--- config.mk ---
export PLATFORM = sky130hd
export DESIGN_NAME = serial_subtractor
export DESIGN_NICKNAME = d
export VERILOG_FILES = /design/src/rtl/serial_subtractor_pkg.sv /design/src/rtl/serial_subtractor_full_adder.sv /design/src/rtl/serial_subtractor.sv
export SDC_FILE = /design/constraint.sdc
export NUM_CORES = 1
export LEC_CHECK = 0
export CORE_MARGIN = 4
export CORE_UTILIZATION = 55
export CTS_CLUSTER_DIAMETER = 50
export DETAILED_ROUTE_END_ITERATION = 8
export GPL_TIMING_DRIVEN = 1
export PLACE_DENSITY = 0.83
export SLEW_MARGIN = 10
export SYNTH_ARGS = -nofsm -noshare
export SYNTH_HDL_FRONTEND = slang
export SYNTH_SLANG_ARGS = --single-unit
--- constraint.sdc ---
create_clock -name clk -period 3 [get_ports clk]
set_input_delay 0.9 -clock clk [delete_from_list [all_inputs] [get_ports clk]]
set_output_delay 0.9 -clock clk [all_outputs]
set_load 0.1 [all_outputs]
--- src/rtl/serial_subtractor_pkg.sv ---
// serial_subtractor_pkg: FSM state encoding shared by the serial subtractor
package serial_subtractor_pkg;
  typedef enum logic [1:0] {
    IDLE  = 2'd0,
    SHIFT = 2'd1,
    DONE  = 2'd2
  } state_t;
endpackage

--- src/rtl/serial_subtractor_full_adder.sv ---
// full_adder: single-bit cell, the only arithmetic in the subtractor datapath
module full_adder (
  input  logic a,
  input  logic b,
  input  logic cin,
  output logic sum,
  output logic cout
);
  assign sum  = a ^ b ^ cin;
  assign cout = (a & b) | (cin & (a ^ b));
endmodule

--- src/rtl/serial_subtractor.sv ---
// serial_subtractor: bit-serial a - b using one full adder, ~b and carry-in 1
module serial_subtractor
  import serial_subtractor_pkg::*;
#(
  parameter int WIDTH = 16
) (
  input  logic             clk,
  input  logic             rst_n,
  input  logic             start,
  input  logic [WIDTH-1:0] a,
  input  logic [WIDTH-1:0] b,
  output logic             busy,
  output logic             done,
  output logic [WIDTH-1:0] diff,
  output logic             borrow,
  output logic             zr,
  output logic             ng
);
  localparam int CW = $clog2(WIDTH);
  state_t           r_state;
  logic [WIDTH-1:0] r_opa, r_opb, r_diff;
  logic [WIDTH-2:0] r_res;
  logic [CW-1:0]    r_cnt;
  logic             r_carry, r_busy, r_done, r_borrow, r_zr, r_ng;
  logic             w_sum, w_cout;
  logic [WIDTH-1:0] w_res;
  full_adder u_fa (.a(r_opa[0]), .b(r_opb[0]), .cin(r_carry), .sum(w_sum), .cout(w_cout));
  // Completed result once the current sum bit lands in the MSB
  assign w_res = {w_sum, r_res};
  always_ff @(posedge clk) begin
    if (!rst_n) begin
      r_state  <= IDLE;
      r_opa    <= '0;
      r_opb    <= '0;
      r_res    <= '0;
      r_cnt    <= '0;
      r_carry  <= 1'b0;
      r_busy   <= 1'b0;
      r_done   <= 1'b0;
      r_diff   <= '0;
      r_borrow <= 1'b0;
      r_zr     <= 1'b1;
      r_ng     <= 1'b0;
    end else if (r_state == SHIFT) begin
      r_opa   <= r_opa >> 1;
      r_opb   <= r_opb >> 1;
      r_res   <= w_res[WIDTH-1:1];
      r_carry <= w_cout;
      if (r_cnt == CW'(WIDTH - 1)) begin
        r_state  <= DONE;
        r_busy   <= 1'b0;
        r_done   <= 1'b1;
        r_diff   <= w_res;
        r_borrow <= ~w_cout;
        r_zr     <= ~|w_res;
        r_ng     <= w_sum;
      end else begin
        r_cnt <= r_cnt + 1'b1;
      end
    end else if (start) begin
      r_state <= SHIFT;
      r_opa   <= a;
      r_opb   <= ~b;
      r_carry <= 1'b1;
      r_cnt   <= '0;
      r_busy  <= 1'b1;
      r_done  <= 1'b0;
    end else begin
      r_state <= IDLE;
      r_done  <= 1'b0;
    end
  end
  assign busy   = r_busy;
  assign done   = r_done;
  assign diff   = r_diff;
  assign borrow = r_borrow;
  assign zr     = r_zr;
  assign ng     = r_ng;
endmodule

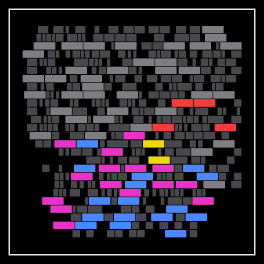
Figure 1: run 1, sequential cells coloured by netlist name.
Drawn at 3 px/µm. Other sequential cells in the stronger grey, the rest of the logic in the fainter grey.
colour	name in the netlist	flops
blue	`diff`	16
magenta	`r_res`	15
red	`r_cnt`	4
yellow	`r_state`	2

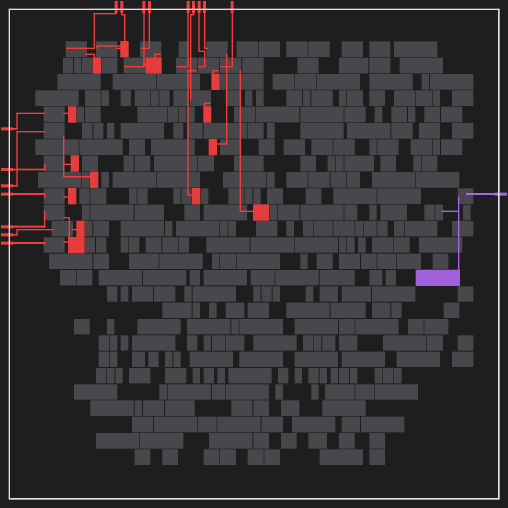
Figure 2: run 1, nets reached from selected ports.
Drawn at 6 px/µm.
colour	port	bits	direction	edge	end cells	buffers	wire
purple	`done`	1	output	right	1	1	20.3 µm
red	`b`	16	input	9 top, 7 left	16	16	260 µm

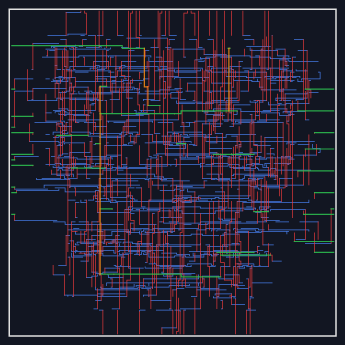
Figure 3: run 1, routed metal, one colour a layer.
Drawn at 4 px/µm.
colour	layer	wire length
red	met2	2,900 µm
blue	met1	2,860 µm
green	met3	253 µm
orange	met4	77.8 µm

==> run summary, run 1 <==
Implementation results are summarized by area below.

Clocking
Looking at the post-CTS report, the setup buffer insertion count equals 0. The sink count of the clock tree is 74. The clock latency on the worst-skew pair is around 0.34 ns.

The clock tree from TritonCTS is yes. The post-cts resize count is 0.

Yosys
The number of different library cells in the post-synthesis netlist is 39. The net count after synthesis is ~350. Counting flops with a built-in enable in the synthesized netlist gives 0. The synthesis report lists the Yosys warning total as 0.

The fraction of registers with async set/reset is 0%. The synthesized chip area reported by yosys is between 2000 and 3000 µm². The number of standard cells after synthesis is 316.

The cell taking the most area after synthesis is sky130_fd_sc_hd__dfxtp_1. The dominant register cell is sky130_fd_sc_hd__dfxtp_1. The share of the synthesized area in the top cell type is roughly 50%. Sorting the synthesized cells by area gives the leading types as sky130_fd_sc_hd__dfxtp_1, sky130_fd_sc_hd__nand2_1, sky130_fd_sc_hd__mux2i_1.

The sequential fraction of the synthesis area is 50.1%.

Drt
Dividing the detail-routed wire length by the instance count gives 14.1 µm. The total wire length after detailed routing is just over 6000 µm. The residual antenna-violating net count after detailed routing is 0. In the final routing, the length of wire on met1 measures 2860 µm.

The total vias in the final route is between 2,000 and 2,500. The routed design uses 252 µm of met3 wire. The violation tally recorded at the end of detailed-routing iteration 0 is 112. The uppermost metal layer occupied by signal nets is met4. The DRC violation count after routing is 0.

The number of iterations in the first detailed-routing pass is 4.

Place
RePlAce ended its routability-driven mode at a weighted congestion of 0.746. Once placement completed, the tool counted placed cells totaling 418. The count of buffers from port buffering is 55. The worst slack at placement is 0.401 ns.

Job
The count of maximum capacitance violations is 0.

STA
The max-slew violation total from the final report is 0. The count of endpoints failing setup in the final report is 0. Setup repair after global routing left no endpoint under its margin. The clock period minus final worst setup slack is 2.27 ns. Once routing completed, OpenROAD measured the worst setup slack at 0.733 ns. The worst clock skew on the final layout is 0.00508 ns.

Run status
The run finished with clean final reports.

Final layout
At the end of the flow, the number of nets in the layout was 396. Per the run report, area growth between synthesis and finish was 21.2%. Ranking logic cells in the layout by count gives the top entries sky130_fd_sc_hd__dfxtp_1, sky130_fd_sc_hd__nand2_1, sky130_fd_sc_hd__clkdlybuf4s50_1.

The total inserted antenna cells is 0. The finished layout reports a core utilization of 69.3%. Per the cell usage report, the commonest logic cell in the layout is sky130_fd_sc_hd__dfxtp_1.

Power and ir drop
The peak supply drop is 0.289 mV. The power spent charging and discharging nets is 0.458 mW. Cell internal power was estimated by the tool at 1.44 mW. Combinational logic is responsible for 11.3% of the overall power.

Setup path
The worst setup path is captured at a flop. The worst setup path is launched from an input port. The critical-path maximum fanout is 49.

Die
In this run the standard cell core region covers 5170 µm². The die span in y is 81.3 µm. In this run the core area contains 26 standard-cell rows. Measured along the x axis, the die boundary spans 81.3 µm.

Worst hold path
The tightest min-delay check is of the flop to flop type.

Global routing
The first-pass GRT wire length is 10,100 µm. Per the GRT congestion report, total overflow comes to 0.
-- run 1: metal layers --
metal	GRT usage (%)	up-vias
li1	-	1204
met1	26.3	1099
met2	31.0	45
met3	4.99	9
met4	6.59	0
met5	0	-
-- run 1: cells in the mapped netlist, drive strengths merged (2+ instances only) --
cell,instances
dfxtp,74
nand2,64
a21oi,32
buf,20
nor2,18
a211oi,17
a22o,17
mux2i,16
o211ai,16
clkbuf,7
inv,6
nor3,4
nor4,3
and3,2
nand2b,2
nand3,2
o211a,2
o22ai,2
-- run 1: layout make-up --
type	instances	area, µm²	share of cell area [%]
inverters	6	30.0	0.838
multi-input cells	209	1300	36.2
clock buffers	14	153	4.26
well taps	70	87.6	2.44
repair buffers	59	536	14.9
flip-flops and latches	74	1480	41.3
-- run 1: cell families after synthesis --
family	after synthesis	share of synthesized area [%]
AND-OR/OR-AND	91	22.3
buffers and inverters	33	6.18
flip-flops	74	50.1
adder cells (fa/ha/maj)	2	1.10
multiplexers	16	5.41
AND/OR/NAND/NOR	100	14.9
-- run 1: critical path, stage by stage --
cell and delay, ns:
sky130_fd_sc_hd__clkdlybuf4s50_1 0.59, sky130_fd_sc_hd__inv_8 0.15, sky130_fd_sc_hd__nor3_4 0.64, sky130_fd_sc_hd__a22o_2 0.25
-- run 1: path summary, 6_finish.rpt --
check        depth (start not counted)  slack [ns]  startpoint  endpoint
max reg2reg                          3        1.06  r_state[1]  diff[14]
min                                  2        0.45    r_opb[5]  r_opb[4]
min reg2reg                          2        0.45    r_opb[5]  r_opb[4]
max                                  4        0.73       rst_n  diff[14]
-- run 1: power by group through the flow --
stage,Clock [mW],Sequential [mW],Combinational (mW)
after CTS,0.652,1.05,0.215
after detailed placement,0,1.07,0.215
final,0.635,1.05,0.213
after global placement,0,1.07,0.209
after floorplan,0,1.07,0.141
after global routing,0.705,1.05,0.237
-- run 1: flip-flops by register name (all words and copies together), names as in the netlist --
signal / cells
diff: 16
r_opa: 16
r_opb: 16
r_res: 15
r_cnt: 4
r_state: 2
borrow: 1
busy: 1
done: 1
r_carry: 1
zr: 1
-- run 1: per-stage QoR --
step	hold slack, ns	power [mW]
floorplan	0.432	1.21
global placement	0.438	1.28
detailed placement	0.443	1.28
CTS	0.454	1.91
global route	0.470	1.99
finish	0.452	1.90
==> run 2: changes to the inputs <==
CORE_UTILIZATION = 51   (was 55)
PLACE_DENSITY = 0.77   (was 0.83)
clock period = 2.1 ns   (was 3 ns; I/O delays follow)
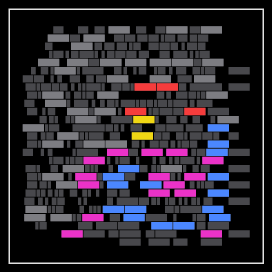
Figure 4: run 2, sequential cells coloured by netlist name.
Drawn at 3 px/µm. Other sequential cells in the stronger grey, the rest of the logic in the fainter grey.
colour	name in the netlist	flops
blue	`diff`	16
yellow	`r_state`	2
red	`r_cnt`	4
magenta	`r_res`	15
not coloured	37

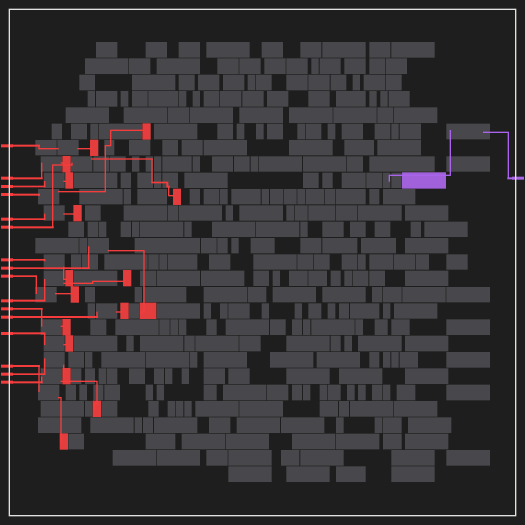
Figure 5: run 2, nets reached from selected ports.
Drawn at 6 px/µm.
colour	port	bits	direction	edge	end cells	buffers	wire
red	`b`	16	input	left	16	16	248 µm
purple	`done`	1	output	right	1	1	31.1 µm

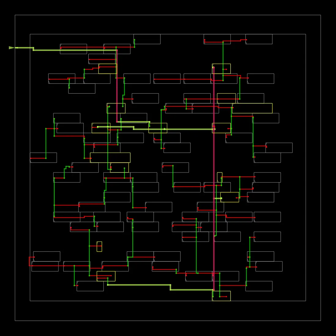
Figure 6: run 2, clock routing.
reported clock group power: 1.21 mW
count of clock tree sinks: 74
clk_buf instances: 13

==> run 2 against run 1 <==
Effect of this change:
- combinational power rose by 49%
- critical path depth rose by 1
- sequential cell count did not move
- synthesized area unchanged
- worst setup slack worse by 0.41 ns
- global-route usage decreased by 1.6 points
- cell area increased by 11%
- sequential share of layout area decreased by 3.9 points
- count of clock-buffer cells in the layout fell by 1
- clock skew up 0.0019 ns
- final cell count rose by 2.1%
- critical endpoint is now zr
==> run summary, run 2 <==
Implementation results are summarized by area below.

STA
The count of endpoints failing setup in the final report is 0. The worst clock skew on the final layout is between 0.006 and 0.007 ns. The final timing report lists a max-slew violation count of 0.

Place
After its last routability iteration, the placer logged a weighted congestion of 0.764. The worst slack at placement is ~0.069 ns. As logged by OpenROAD, the buffers inserted on ports number around 55.

Final layout
From synthesis to final layout, the design area changed by 33.9%. The number of nets in the finished design is 402. The layout report lists the multi-input gate area as between 1000 and 1500 µm². Per the cell usage report, the commonest logic cell in the layout is sky130_fd_sc_hd__dfxtp_1. Ranking logic cells in the layout by count gives the top entries sky130_fd_sc_hd__dfxtp_1, sky130_fd_sc_hd__nand2_1, sky130_fd_sc_hd__clkdlybuf4s50_1. The register cell area after layout is ~1500 µm².

Yosys
Counting instances in the post-synthesis netlist gives the leading cell types as sky130_fd_sc_hd__dfxtp_1, sky130_fd_sc_hd__nand2_1, sky130_fd_sc_hd__a21oi_1, sky130_fd_sc_hd__nor2_1, sky130_fd_sc_hd__a211oi_1. The net count after synthesis is about 350. The post-synthesis xor/xnor area fraction is 0%.

The commonest register cell is sky130_fd_sc_hd__dfxtp_1. The synthesis warning total is 0. The share of the synthesized area in the top cell type is 50.1%. The adder-cell area share of the yosys netlist is 1.10%. Of the combinational cells, the family taking the most area is AND-OR/OR-AND gates.

The sequential fraction of the synthesis area is approximately half. The number of standard cells after synthesis is 316. Looking at the gate-level netlist, the highest instance count belongs to sky130_fd_sc_hd__dfxtp_1. In this run, the synthesized area fraction spent on AND-OR/OR-AND gates is recorded as between 20 and 25%. Sorting the synthesized cells by area gives the leading types as sky130_fd_sc_hd__dfxtp_1, sky130_fd_sc_hd__nand2_1, sky130_fd_sc_hd__mux2i_1. Of all cell types, the one taking the most synthesized area is sky130_fd_sc_hd__dfxtp_1.

Clocking
The report lists the number of cells resized after CTS as 0. TritonCTS built the clock tree. The post-CTS repair timing setup buffer count is 0. Clock latency on the worst-skew pair, taken at its later pin, is ~0.34 ns.

Drt
The wire length per cell after detailed routing is about 14 µm. The residual antenna-violating net count after detailed routing is 0. The number of iterations in the first detailed-routing pass is 4. The DRC violation count after routing is 0.

Detailed routing inserted a total of 2,416 vias. After detailed routing, the total wire length is 6280 µm. Detailed-route iteration 0 reported a violation count of 132.

Global routing
The final global-route overflow total is 0. The first global-routing pass estimated 10,600 µm of wire.

Setup path
Measured in cells, the most critical reg-to-reg path has a length of 5. The setup slack of the most critical reg-to-reg path is 0.32 ns. The timing report notes that buffer and inverter cells on the critical path total 1. For reference, the critical path cell chain is inv_1 -> fa_1 -> nor4b_1 -> nand4_1 -> o311ai_0. The endpoint of the most critical register-to-register path is zr. The critical-path maximum fanout is 3. Among cell families on the critical path, the largest total delay comes from adder cells. STA classifies the critical path endpoint as a flop. Among all stages on the critical path, the largest delay is contributed by sky130_fd_sc_hd__fa_1.

The worst setup path is launched from a flop.

Die
The report lists the number of standard-cell rows as 27. From bottom edge to top edge, the die measures 84.2 µm. The chip width is 84.2 µm.

Job
The report counts max-capacitance violations totalling 0.

Worst hold path
According to the hold report, the worst path is of the flop to flop type. In this run the most critical hold path is launched from r_opb[8].

Power and ir drop
The peak supply drop is approximately 0.50 mV.

Run status
The flow ran to the end, and the final reports show no timing, DRC or antenna violations.
run 2: layout make-up:
type | instances | area share (%)
multi-input combinational | 209 | 32.7
timing repair buffer | 65 | 21.3
inverter | 6 | 0.758
clock buffer | 13 | 4.01
clock inverter | 2 | 1.52
tap | 72 | 2.27
sequential | 74 | 37.4
run 2: how the worst max path moves through the flow:
stage / startpoint / to / slack, ns / cells past startpoint
floorplan: diff[15] / diff[15] / 0.1 / 1
global placement: rst_n / r_state[0] / 0.1 / 4
detailed placement: rst_n / r_state[0] / 0.07 / 4
CTS: r_carry / zr / 0.30 / 5
global route: r_carry / zr / 0.18 / 5
finish: r_carry / zr / 0.32 / 5
run 2: per-stage QoR:
stage | hold slack [ns] | total power [mW] | std cells | util, %
2_1_floorplan | 0.432 | 1.73 | 316 | -
3_3_place_gp | 0.436 | 1.83 | 426 | 67.1
3_5_place_dp | 0.449 | 1.84 | 426 | 67.1
4_1_cts | 0.459 | 3.05 | 441 | 71.0
5_1_grt | 0.487 | 3.15 | 441 | 71.0
6_report | 0.457 | 3.03 | 441 | 71.0
run 2: per-layer routing:
metal / GRT usage [%] / routed length (µm) / up-vias
met3: 4.91 / 322 / 6
met4: 6.58 / 80 / 0
met2: 29.3 / 2910 / 59
li1: - / - / 1218
met5: 0 / 0 / -
met1: 23.1 / 2960 / 1133
run 2: worst min-delay path, stage by stage (launching register included):
cell and delay [ns]:
sky130_fd_sc_hd__dfxtp_1 0.31, sky130_fd_sc_hd__nand2_1 0.05, sky130_fd_sc_hd__a21oi_1 0.05
run 2: logic make-up (layout without fill, tap and decap cells):
kind of cell	count (synthesis)	after routing
multiplexers	16	16
flip-flops	74	74
buffers and inverters	33	86
adder cells (fa/ha/maj)	2	2
AND/OR/NAND/NOR	100	100
AND-OR/OR-AND	91	91
run 2: power breakdown:
group / internal [mW] / switching [mW]
clock network: 0.729 / 0.483
registers: 1.46 / 0.0342
logic: 0.151 / 0.166
total: 2.34 / 0.683
==> run 3: changes to the inputs <==
CORE_UTILIZATION = 46   (was 51)
PLACE_DENSITY = 0.74   (was 0.77)
clock period = 1.5 ns   (was 2.1 ns; I/O delays follow)
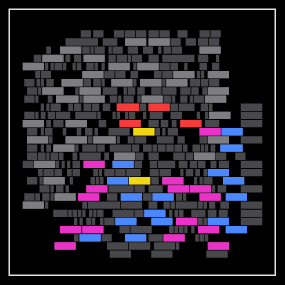
Figure 7: run 3, sequential cells coloured by netlist name.
Drawn at 3 px/µm. Other sequential cells in the stronger grey, the rest of the logic in the fainter grey.
colour	name in the netlist	flops
blue	`diff`	16
red	`r_cnt`	4
magenta	`r_res`	15
yellow	`r_state`	2

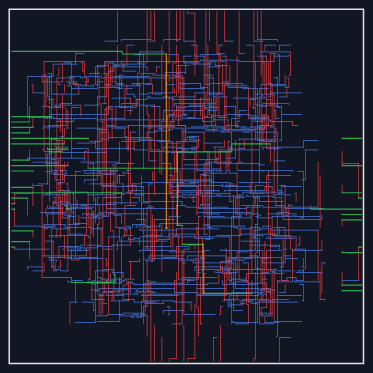
Figure 8: run 3, routed metal, one colour a layer.
Drawn at 4 px/µm.
colour	layer	wire length
blue	met1	2,960 µm
green	met3	310 µm
red	met2	3,200 µm
orange	met4	74.1 µm

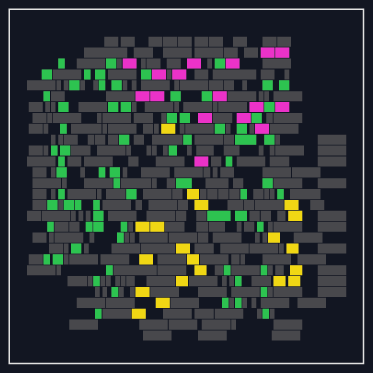
Figure 9: run 3, selected gate families.
Drawn at 4 px/µm.
colour	family	cells	most used
green	inverting AOI/OAI gates	71	a21oi_1
magenta	multiplexers	16	mux2i_1
yellow	AND-OR and OR-AND gates	20	a22o_2

==> run 3 against run 2 <==
Effect of this change:
- the run now ends with negative setup slack left
- fmax is 8.8% higher
- final cell count rose by 3.6%
- register-to-register slack got worse by 0.46 ns
- sequential share of layout area fell by 1.4 points
- die area grew 9.8%
- via count up 1.4%
- critical path type unchanged
- worst hold slack got worse by 0.0060 ns
- total power increased by 49%
- critical path depth did not move
- core utilization down 3.4 points
- sequential cell count unchanged
- cell area grew 4.1%
==> run summary, run 3 <==
Implementation results are summarized by area below.

Run status
The run finished, with violations left. The final reports fail on negative setup slack.

Die
The die span in y is around 88 µm. The report lists the number of standard-cell rows as 28. 56 I/O pins were placed. Before placement the cells fill a little under 50% of the core. The chip width is between 80 and 90 µm. The area of the die is 7780 µm².

The area of the core region is roughly 6000 µm².

Clocking
CTS added clock buffers totalling 9. The clock drives between 70 and 80 sinks. The buffer levels on the longest clock path is 2. The root buffer selected by CTS is sky130_fd_sc_hd__clkbuf_8. Hold repair after CTS inserted 0 buffers. The H-tree generated during clock tree synthesis spans 3 levels. TritonCTS built the clock tree. The clock reaches the later pin of the worst-skew pair after 0.35 ns. Per the repair_timing log after CTS, setup buffers inserted total 0.

Drt
After detailed routing, the number of vias per cell comes to 5.36. The detail route stage leaves a number of antenna-violating nets equal to 0. The detailed router finished its first iteration with 117 violations.

Across all layers, the routed design uses roughly 2,500 vias. For this run, the detailed router's first-pass iteration total came to 4. The total wire length after detailed routing is 6550 µm. Dividing the detail-routed wire length by the instance count gives 14.3 µm. The DRC violation count after routing is 0.

STA
The clock period minus final worst setup slack is 1.64 ns. Setup repair after global routing could not meet its margin everywhere. The worst clock skew on the final layout is around 0.0076 ns.

Hold is met by 0.451 ns. The count of endpoints failing setup in the final report is 1. The part of the cycle the worst path needs is 109%. The setup slack after layout is -0.137 ns. Pins over their slew limit in the final report were tallied at 0. Looking at the max-slew report, the worst-margin pin has a slew of 0.376 ns. The tightest slew margin relative to the limit is 74.7%.

Final layout
The most frequently placed logic cell in the final layout is sky130_fd_sc_hd__dfxtp_1. Per the cell usage report, the commonest logic cells after layout are sky130_fd_sc_hd__dfxtp_1, sky130_fd_sc_hd__nand2_1, sky130_fd_sc_hd__clkdlybuf4s50_1. The area growth from synthesis to layout is 39.4%.

For this run, the script counts the antenna cells in the layout as 0. The fraction of final layout cells with drive strength greater than 1 is a little over a fifth. The number of nets in the finished design is 414.

Global routing
The via count of the first global-routing pass was around 2,400. The initial antenna violation count was 0. The first-pass GRT wire length is 11,200 µm. The total overflow left after global routing is 0. The total routing resource utilization after global routing is 18.7%. The largest net degree at the start of global routing is 35.

Yosys
Dividing the synthesized area by the synthesized cell count gives 9.36 µm². The synthesis run shows the most used standard cells to be sky130_fd_sc_hd__dfxtp_1, sky130_fd_sc_hd__nand2_1, sky130_fd_sc_hd__a21oi_1, sky130_fd_sc_hd__nor2_1, sky130_fd_sc_hd__a211oi_1. In the Yosys report the total cell count is about 320.

The share of the synthesized area in the top cell type is 50.1%. Counting flops with an async set or reset pin after synthesis yields a share of 0%. The sequential fraction of the synthesis area is between 50% and 60%. In this run the cell area of the synthesized design comes to 2960 µm². The netlist uses 39 different library cells.

Counting flops with a built-in enable in the synthesized netlist gives 0. The number of standard cells after synthesis is about 320. The net count after synthesis is 353. The synthesis warning total is 0. In the synthesis report, Yosys lists the chip area as about 3000 µm². The leading cell type by number of instances after synthesis is sky130_fd_sc_hd__dfxtp_1.

The cell taking the most area after synthesis is sky130_fd_sc_hd__dfxtp_1. The dominant register cell is sky130_fd_sc_hd__dfxtp_1. For reference, the top cells by area after synthesis are sky130_fd_sc_hd__dfxtp_1, sky130_fd_sc_hd__nand2_1, sky130_fd_sc_hd__mux2i_1.

The number of register bits inferred by synthesis is 74.

Worst hold path
The worst hold path belongs to the class input port to flop.

Job
The count of maximum capacitance violations is 0. The number of warnings reported in the stage logs is 28.

Place
After its last routability iteration, the placer logged a weighted congestion of 0.792. Buffers placed on the I/O ports in this run total ~55.

Power and ir drop
VDD sags by at most a little over 0.7 mV. Power spread over the standard cell area amounts to between 1000 and 1500 nW/µm². The overall power is 4.51 mW. The leakage component of the power was reported as approximately 1.6 nW.

Setup path
The endpoint arrival time on the critical path is 1.89 ns. The critical path in this run is classified as flop to flop. Looking at the critical path, the highest net fanout was 2. The startpoint class of the critical path is a flop.

According to the timing report, the data required time at the worst endpoint equals 1.75 ns. The worst setup path is captured at a flop.
## run 3: path summary, 6_finish.rpt
| check | cells after the start | endpoint | slack (ns) | from |
|---|---|---|---|---|
| max | 5 | zr | -0.14 | r_carry |
| min | 3 | r_state[0] | 0.45 | start |
| max reg2reg | 5 | zr | -0.14 | r_carry |
| min reg2reg | 2 | r_opb[9] | 0.45 | r_opb[10] |
## run 3: per-stage QoR
stage / utilization, % / worst slack, ns / setup TNS, ns / instance area, µm² / instances
final: 67.7 / -0.137 / -0.137 / 4120 / 457
after global routing: 67.7 / -0.258 / -0.258 / 4120 / 457
after CTS: 67.6 / -0.148 / -0.148 / 4120 / 457
after detailed placement: 63.2 / -0.239 / -7.65 / 3850 / 441
after global placement: 63.2 / -0.201 / -7.13 / 3850 / 441
after floorplan: - / 0.0181 / 0 / 2970 / 316
## run 3: report_power, final
part           internal [mW]  switching, mW
Clock                   1.20          0.721
Sequential              2.05         0.0498
Combinational          0.251          0.246
## run 3: cell families after synthesis
logic type	Yosys count	share of synthesized area, %
AND/OR/NAND/NOR	100	14.9
AND-OR/OR-AND	91	22.3
flip-flops	74	50.1
buffers and inverters	33	6.18
multiplexers	16	5.41
adder cells (fa/ha/maj)	2	1.10
## run 3: final cells by class
class,count,area (µm²)
clock buffers,12,155
clock inverters,4,97.6
fillers,498,1970
inverters,6,30.0
multi-input cells,209,1310
flip-flops and latches,74,1490
well taps,75,93.8
repair buffers,77,950
## run 3: metal layers
| metal | wire (µm) | vias to the layer above | global-route usage (%) | part of all wire, % |
|---|---|---|---|---|
| met5 | 0 | - | 0 | 0 |
| met4 | 74 | 0 | 7.28 | 1.1 |
| met3 | 309 | 7 | 7.24 | 4.7 |
| met2 | 3200 | 46 | 29.9 | 49 |
| met1 | 2960 | 1160 | 22.8 | 45 |
| li1 | - | 1237 | - | - |
## run 3: worst max-delay path, stage by stage, from the launching register on
cell	delay, ns
sky130_fd_sc_hd__dfxtp_2	0.33
sky130_fd_sc_hd__inv_2	0.04
sky130_fd_sc_hd__fa_1	0.58
sky130_fd_sc_hd__nor4b_4	0.22
sky130_fd_sc_hd__nand4_1	0.13
sky130_fd_sc_hd__o311ai_1	0.25
## run 3: repair_timing
item / 4_1_cts / 5_1_grt
endpoints found under the setup margin: 1 / 11
cloned: 0 / 0
resized: 4 / 2
No activity file was given, so power comes from the tool's default toggle rates.
